## src/rtl/rdru.sv

```systemverilog
// rtl/rdru.sv - read-data return unit: routes memory read data back to the i, d and c requesters
// A tag pipeline tracks reads in flight. i returns are one-cycle pulses; d and c returns wait in valid/ready holding registers.
module rdru #(
  parameter int DATABITS = 64,
  parameter int LATENCY  = 2
) (
  input  logic                clk,
  input  logic                rst,
  input  logic                rq_en,
  input  logic [1:0]          rq_muxcode,
  input  logic [DATABITS-1:0] mem_data,
  output logic                i_vld,
  output logic [DATABITS-1:0] i_data,
  output logic                d_vld,
  output logic [DATABITS-1:0] d_data,
  input  logic                d_rdy,
  output logic                c_vld,
  output logic [DATABITS-1:0] c_data,
  input  logic                c_rdy,
  output logic                ovf,
  output logic                err,
  output logic [3:0]          outstanding
);

  typedef enum logic {HOLD_EMPTY = 1'b0, HOLD_FULL = 1'b1} hold_state_e;

  logic [LATENCY-1:0]      tag_en_q, tag_en_d;
  logic [LATENCY-1:0][1:0] tag_mux_q, tag_mux_d;

  logic                ret_en;
  logic [1:0]          ret_mux;
  logic                ret_i;
  logic [1:0]          hold_ret;
  logic [1:0]          hold_rdy;

  logic                i_vld_q, i_vld_d;
  logic [DATABITS-1:0] i_data_q, i_data_d;

  hold_state_e               hold_q [2];
  hold_state_e               hold_d [2];
  logic [1:0]                hold_vld;
  logic [1:0]                hold_load;
  logic [1:0]                hold_drop;
  logic [1:0][DATABITS-1:0]  hold_data_q, hold_data_d;

  logic       ovf_q, ovf_d;
  logic       err_q, err_d;
  logic [3:0] outstanding_q, outstanding_d;

  // Stage 0 takes the request every cycle; bubbles travel as en=0.
  always_comb begin
    tag_en_d     = tag_en_q;
    tag_mux_d    = tag_mux_q;
    tag_en_d[0]  = rq_en;
    tag_mux_d[0] = rq_muxcode;
    for (int s = 1; s < LATENCY; s++) begin
      tag_en_d[s]  = tag_en_q[s-1];
      tag_mux_d[s] = tag_mux_q[s-1];
    end
  end

  always_ff @(posedge clk) begin
    if (rst) begin
      tag_en_q  <= '0;
      tag_mux_q <= '0;
    end else begin
      tag_en_q  <= tag_en_d;
      tag_mux_q <= tag_mux_d;
    end
  end

  assign ret_en   = tag_en_q[LATENCY-1];
  assign ret_mux  = tag_mux_q[LATENCY-1];
  assign ret_i    = ret_en && (ret_mux == 2'd0);
  assign hold_ret = {ret_en && (ret_mux == 2'd2), ret_en && (ret_mux == 2'd1)};
  assign hold_rdy = {c_rdy, d_rdy};

  always_comb begin
    i_vld_d  = ret_i;
    i_data_d = ret_i ? mem_data : i_data_q;
  end

  always_ff @(posedge clk) begin
    if (rst) begin
      i_vld_q  <= 1'b0;
      i_data_q <= '0;
    end else begin
      i_vld_q  <= i_vld_d;
      i_data_q <= i_data_d;
    end
  end

  // Holding registers: index 0 is d, index 1 is c.
  always_ff @(posedge clk) begin
    if (rst) begin
      hold_q[0] <= HOLD_EMPTY;
      hold_q[1] <= HOLD_EMPTY;
    end else begin
      hold_q[0] <= hold_d[0];
      hold_q[1] <= hold_d[1];
    end
  end

  always_comb begin
    for (int h = 0; h < 2; h++) begin
      hold_d[h] = hold_q[h];
      case (hold_q[h])
        HOLD_EMPTY: if (hold_ret[h]) hold_d[h] = HOLD_FULL;
        HOLD_FULL:  if (hold_rdy[h] && !hold_ret[h]) hold_d[h] = HOLD_EMPTY;
      endcase
    end
  end

  // A full register that is not drained this cycle keeps its word and loses the new one.
  always_comb begin
    hold_vld  = '0;
    hold_load = '0;
    hold_drop = '0;
    for (int h = 0; h < 2; h++) begin
      hold_vld[h] = (hold_q[h] == HOLD_FULL);
      case (hold_q[h])
        HOLD_EMPTY: hold_load[h] = hold_ret[h];
        HOLD_FULL: begin
          hold_load[h] = hold_ret[h] && hold_rdy[h];
          hold_drop[h] = hold_ret[h] && !hold_rdy[h];
        end
      endcase
    end
  end

  always_comb begin
    hold_data_d = hold_data_q;
    for (int h = 0; h < 2; h++) begin
      if (hold_load[h]) hold_data_d[h] = mem_data;
    end
  end

  always_ff @(posedge clk) begin
    if (rst) hold_data_q <= '0;
    else     hold_data_q <= hold_data_d;
  end

  always_comb begin
    ovf_d = ovf_q || (|hold_drop);
    err_d = err_q || (rq_en && (rq_muxcode == 2'd3));
    outstanding_d = outstanding_q;
    if (rq_en && !ret_en)      outstanding_d = outstanding_q + 4'd1;
    else if (!rq_en && ret_en) outstanding_d = outstanding_q - 4'd1;
  end

  always_ff @(posedge clk) begin
    if (rst) begin
      ovf_q         <= 1'b0;
      err_q         <= 1'b0;
      outstanding_q <= 4'd0;
    end else begin
      ovf_q         <= ovf_d;
      err_q         <= err_d;
      outstanding_q <= outstanding_d;
    end
  end

  assign i_vld       = i_vld_q;
  assign i_data      = i_data_q;
  assign d_vld       = hold_vld[0];
  assign d_data      = hold_data_q[0];
  assign c_vld       = hold_vld[1];
  assign c_data      = hold_data_q[1];
  assign ovf         = ovf_q;
  assign err         = err_q;
  assign outstanding = outstanding_q;

endmodule

```

## config.mk

```make
export PLATFORM = sky130hd
export DESIGN_NAME = rdru
export DESIGN_NICKNAME = d
export VERILOG_FILES = /design/src/rtl/rdru.sv
export SDC_FILE = /design/constraint.sdc
export NUM_CORES = 1
export LEC_CHECK = 0
export ABC_AREA = 0
export CAP_MARGIN = 20
export CORE_MARGIN = 1
export CORE_UTILIZATION = 44
export DETAILED_ROUTE_END_ITERATION = 10
export PLACE_DENSITY = 0.77
export SYNTH_ARGS = -nofsm -noshare
export SYNTH_HDL_FRONTEND = slang
export SYNTH_SLANG_ARGS = --single-unit
```

## constraint.sdc

```tcl
create_clock -name clk -period 2.54 [get_ports clk]
set_input_delay 0.635 -clock clk [delete_from_list [all_inputs] [get_ports clk]]
set_output_delay 0.635 -clock clk [all_outputs]
set_load 0.05 [all_outputs]
```

Figure 1. Clock distribution (run 1).
(4 px per um)
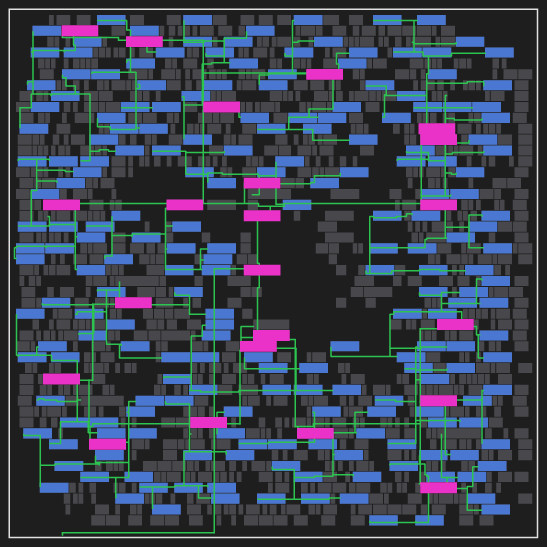
legend:
  flip-flops:
    colour: blue
    count: 207
  clock-net drivers:
    colour: magenta
    count: 22
  clock wires:
    colour: green
    length: 2,390 um
routed clock nets: 23
flops lie: spread over the die
Clock Skew: 0.0105 ns
total clock network power: 0.00343 W
Clock Power Share: 0.458
Latency at later pin: 0.49 ns

Figure 2. Wiring heat map (run 1).
(3 px per um) The die is cut into 26 by 26 equal tiles; white is low, dark blue is high, scaled to the fullest tile. Values are wire area over tile area, all layers added.
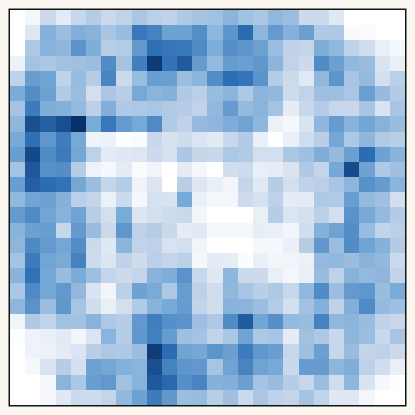
tiles over half the peak: 25%
emptiest ninth of the die: middle
fullest tile: 0.56
mean over tiles: 0.20
nearly empty tiles: 4.6%
average wire length per cell after detail routing: 15.2 um
total wire length: 20,900 um
vias: 6,840

Figure 3. Wires at chosen ports, followed through buffers (run 1).
(4 px per um)
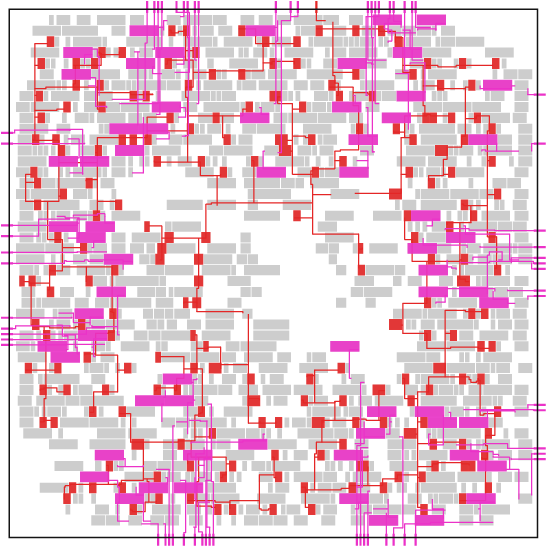
legend:
  d_data:
    colour: magenta
    bits: 64
    direction: output
    end_cells: 64
    buffers: 64
    wire: 1,810 um
  rst:
    colour: red
    bits: 1
    direction: input
    end_cells: 208
    buffers: 4
    wire: 1,720 um
number of input and output port buffers inserted: 271
Ports: 272

==> impl_metrics.ini, run 1 <==
; flow metrics
[cells_and_area]
count_of_placed_standard_cells_in_the_final_layout_fillers_left_out = 1379
fillerInstances = 1382
multi_input_comb_cells = 620
post-route-cell-area_um2 = 10900
layout.area.seq_um2 = 4140
syn2layout_area_growth_pct = 47.6
core_util_final = 0.661
signal_buffer_area_fraction = 0.268
seq_area_frac = 0.379
mostFrequentLayoutCells = sky130_fd_sc_hd__nand2_1, sky130_fd_sc_hd__clkdlybuf4s50_1, sky130_fd_sc_hd__dfxtp_1
fin_nets = 1219

[synth]
synth_chip_area_um2 = 7400
synth-seq-cells = 207
synth_largest_type_area_fraction = 0.560
asyncSetResetFlopFracSynth = 0
postSynthSeqShare = 0.560
post_synth_mux_area_share = 0.00287
post_synth_and_or_nand_nor_area_fraction = 0.217
synthesis.area_um2 = 7400
enable_flop_cells = 0
list_of_most_frequent_post_synthesis_cells = sky130_fd_sc_hd__nand2_1, sky130_fd_sc_hd__dfxtp_1, sky130_fd_sc_hd__a21oi_1, sky130_fd_sc_hd__buf_6, sky130_fd_sc_hd__clkbuf_1
synthTopCellsByArea = sky130_fd_sc_hd__dfxtp_1, sky130_fd_sc_hd__nand2_1, sky130_fd_sc_hd__a21oi_1, sky130_fd_sc_hd__buf_6, sky130_fd_sc_hd__a21oi_2
synth_top_flop_cell = sky130_fd_sc_hd__dfxtp_1
synthesis.area_per_instance_um2 = 8.28
synthDistinctLibCells = 27
yosys_warnings = 0
yosys.area.top_type = sky130_fd_sc_hd__dfxtp_1

[placed_design]
place_ws_ns = -0.0489
place.gp.congestion = 0.798
detailedPlacementHpwl_um = 13400
detailed_place.area_um2 = 10100

[setup_path]
worstReg2RegEnd = outstanding[3]$_SDFFE_PP0P_
worst-setup-path-type = reg -> out
path_delay_family = buffers and inverters
cp_slowest_cell = sky130_fd_sc_hd__clkdlybuf4s50_1
register_to_register_setup_slack_ns = 0.61
cp_num_cells = 1
max_stage_delay_ns = 0.88
rr_startpoint = tag_en_q[1]$_SDFF_PP0_
worst-endpoint-required_ns = 1.90
endpoint_kind = output port
crit_fanout = 4
reg2regPathDepth = 8
crit_buf_inv = 1

[die]
dieArea_um2 = 17300
n_tap_cell = 220
placement_rows = 47
floorplan.die.height_um = 132
die_width_um = 132
floorplanUtilization = 0.448

[final_timing]
final.hold.worst_slack_ns = 0.432
timing.fmax_mhz = 411
postLayoutSetupSlackWorst_ns = 0.109
grt_setup_unrepaired = false
slew_viol_final = 0
timing.slew.headroom = 0.609
final-setup-viol-count = 0
final.setup.tns_ns = 0
final.period_utilization = 0.957

[clocking]
cts_post_setup_buffers_inserted = 0
post_cts_hold_buffer_count = 0
path_clk_slew_ns = 0.06
post_cts.resized_instances = 0
clock_sinks = 207
max-clock-path-buffers = 3

[global_routing]
track_usage = 0.234
grt_util_met1 = 0.297
gr-total-overflow = 0
grt_start_max_net_pins = 80
antenna_found_initial = 0
gr-usage-met2 = 0.384
number_of_global_route_vias_before_repair = 6284

[hold_path]
hold-path-endpoint = ret_mux[0]$_SDFF_PP0_
hold-path-cell-count = 1
hold_start = tag_mux_d[2]$_SDFF_PP0_

[status]
outcome = finished, final reports clean

[run]
maxCapViolCount = 0

[detailed_routing]
remaining_drc_errors = 0
met2_wirelength_um = 9900
top_signal_layer_used = met4
ant_nets = 0

[power_and_ir_drop]
p_seq_w = 0.00335
power_density_nw_per_um2 = 686
intPower_w = 0.00576
p_sw_w = 0.00173
power.largest_group = the clock network
power_combinational_w = 0.000717
p_leak_nw = 3.69
comb_power_share = 0.096
Figure 4. Routing congestion (run 1).
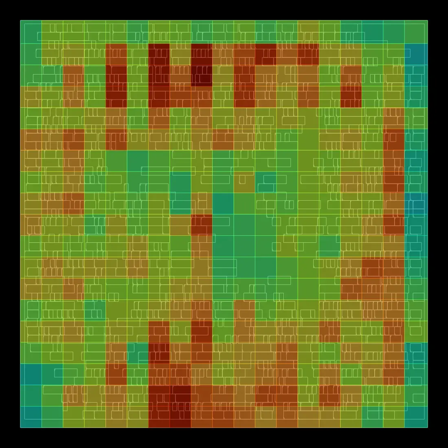

==> inputs of run 2 (changes only) <==
clock period = 2.4 ns   (was 2.54 ns; I/O delays follow)
Figure 5. Routing congestion (run 2).
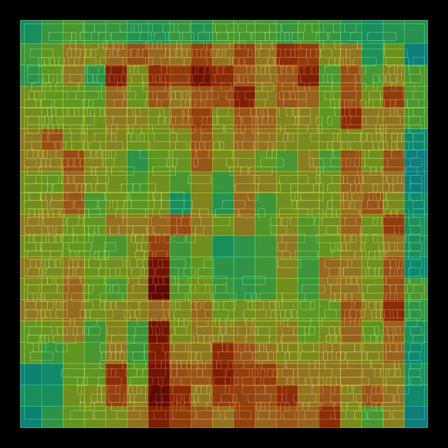
met2 Use GR: 0.408
layer with the highest usage: met2
Core Util, Final: 0.659
overall global routing resource usage: 0.241

Figure 6. Clock distribution (run 2).
(4 px per um)
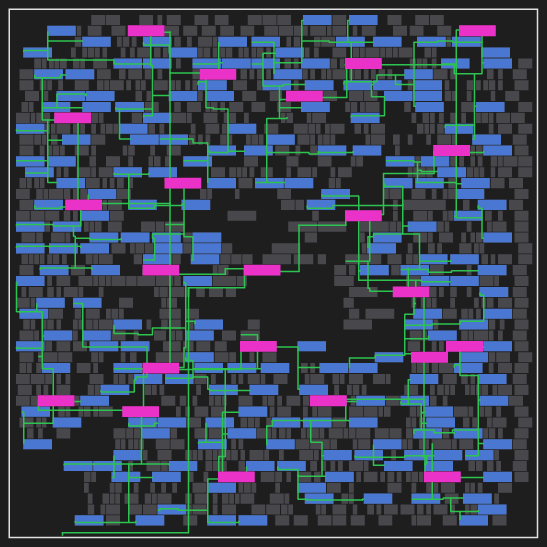
legend:
  clock-net drivers:
    colour: magenta
    count: 22
  flip-flops:
    colour: blue
    count: 207
  clock wires:
    colour: green
    length: 2,450 um
routed clock nets: 23
flops lie: spread over the die
total clock network power: 0.00332 W
Latency at later pin: 0.50 ns
Clock Power Share: 0.435
Clock Skew: 0.0109 ns

==> impl_metrics.ini, run 2 <==
; flow metrics
[status]
outcome = finished, final reports clean

[hold_path]
hold-path-endpoint = ret_mux[0]$_SDFF_PP0_
hold_start = tag_mux_d[2]$_SDFF_PP0_

[placed_design]
place_ws_ns = -0.189
detailedPlacementHpwl_um = 13900
detailed_place.area_um2 = 10200
port-buffer-count = 271
place.gp.congestion = 0.808

[setup_path]
endpoint_kind = output port
rr_startpoint = tag_en_q[1]$_SDFF_PP0_
max_stage_delay_ns = 0.89
register_to_register_setup_slack_ns = 0.47
cp_slowest_cell = sky130_fd_sc_hd__clkdlybuf4s50_1
reg2regPathDepth = 8
crit_buf_inv = 1
worstReg2RegEnd = outstanding[3]$_SDFFE_PP0P_
crit_fanout = 3
worst-endpoint-required_ns = 1.80
path_delay_family = buffers and inverters
worst-setup-path-type = reg -> out

[die]
placement_rows = 47
die_width_um = 132
floorplan.die.height_um = 132
floorplanUtilization = 0.448
dieArea_um2 = 17300
n_tap_cell = 220

[synth]
synth-seq-cells = 207
asyncSetResetFlopFracSynth = 0
synthTopCellsByArea = sky130_fd_sc_hd__dfxtp_1, sky130_fd_sc_hd__nand2_1, sky130_fd_sc_hd__a21oi_1, sky130_fd_sc_hd__buf_6, sky130_fd_sc_hd__a21oi_2
synth_largest_type_area_fraction = 0.560
post_synth_mux_area_share = 0.00287
post_synth_and_or_nand_nor_area_fraction = 0.217
synthesis.area_um2 = 7400
list_of_most_frequent_post_synthesis_cells = sky130_fd_sc_hd__nand2_1, sky130_fd_sc_hd__dfxtp_1, sky130_fd_sc_hd__a21oi_1, sky130_fd_sc_hd__buf_6, sky130_fd_sc_hd__clkbuf_1
yosys.area.top_type = sky130_fd_sc_hd__dfxtp_1
synthDistinctLibCells = 27
synth_top_flop_cell = sky130_fd_sc_hd__dfxtp_1
enable_flop_cells = 0
postSynthSeqShare = 0.560

[global_routing]
grt_util_met1 = 0.290
grt_start_max_net_pins = 59
number_of_global_route_vias_before_repair = 6478
gr-total-overflow = 0
antenna_found_initial = 0

[clocking]
post_cts.resized_instances = 2
post_cts_hold_buffer_count = 0
cts_post_setup_buffers_inserted = 0
clock_sinks = 207
path_clk_slew_ns = 0.05
clk_tree_root_cell = sky130_fd_sc_hd__clkbuf_16
max-clock-path-buffers = 3

[power_and_ir_drop]
p_seq_w = 0.00354
p_sw_w = 0.00183
comb_power_share = 0.100
power_density_nw_per_um2 = 700
intPower_w = 0.00579
p_leak_nw = 3.68
power_combinational_w = 0.000760
power.ir.vdd_worst_uv = 638

[cells_and_area]
fin_nets = 1218
fillerInstances = 1411
seq_area_frac = 0.381
syn2layout_area_growth_pct = 47.1
layout.area.seq_um2 = 4140
count_of_placed_standard_cells_in_the_final_layout_fillers_left_out = 1376
clock_cell_share_of_area = 0.0652
signal_buffer_area_fraction = 0.272
multi_input_comb_cells = 620
mostFrequentLayoutCells = sky130_fd_sc_hd__nand2_1, sky130_fd_sc_hd__clkdlybuf4s50_1, sky130_fd_sc_hd__dfxtp_1
post-route-cell-area_um2 = 10900

[final_timing]
final.setup.tns_ns = 0
postLayoutSetupSlackWorst_ns = 0.0456
timing.fmax_mhz = 425
slew_viol_final = 0
timing.slew.headroom = 0.588
final.hold.worst_slack_ns = 0.431

[detailed_routing]
met2_wirelength_um = 10000
met3_wirelength_um = 1530
detail_route.wirelength_um = 21100
remaining_drc_errors = 0
ant_nets = 0
top_signal_layer_used = met4
via_count = 6808
wl_per_cell_um = 15.4

[run]
maxCapViolCount = 0
No activity file was given, so power comes from the tool's default toggle rates.
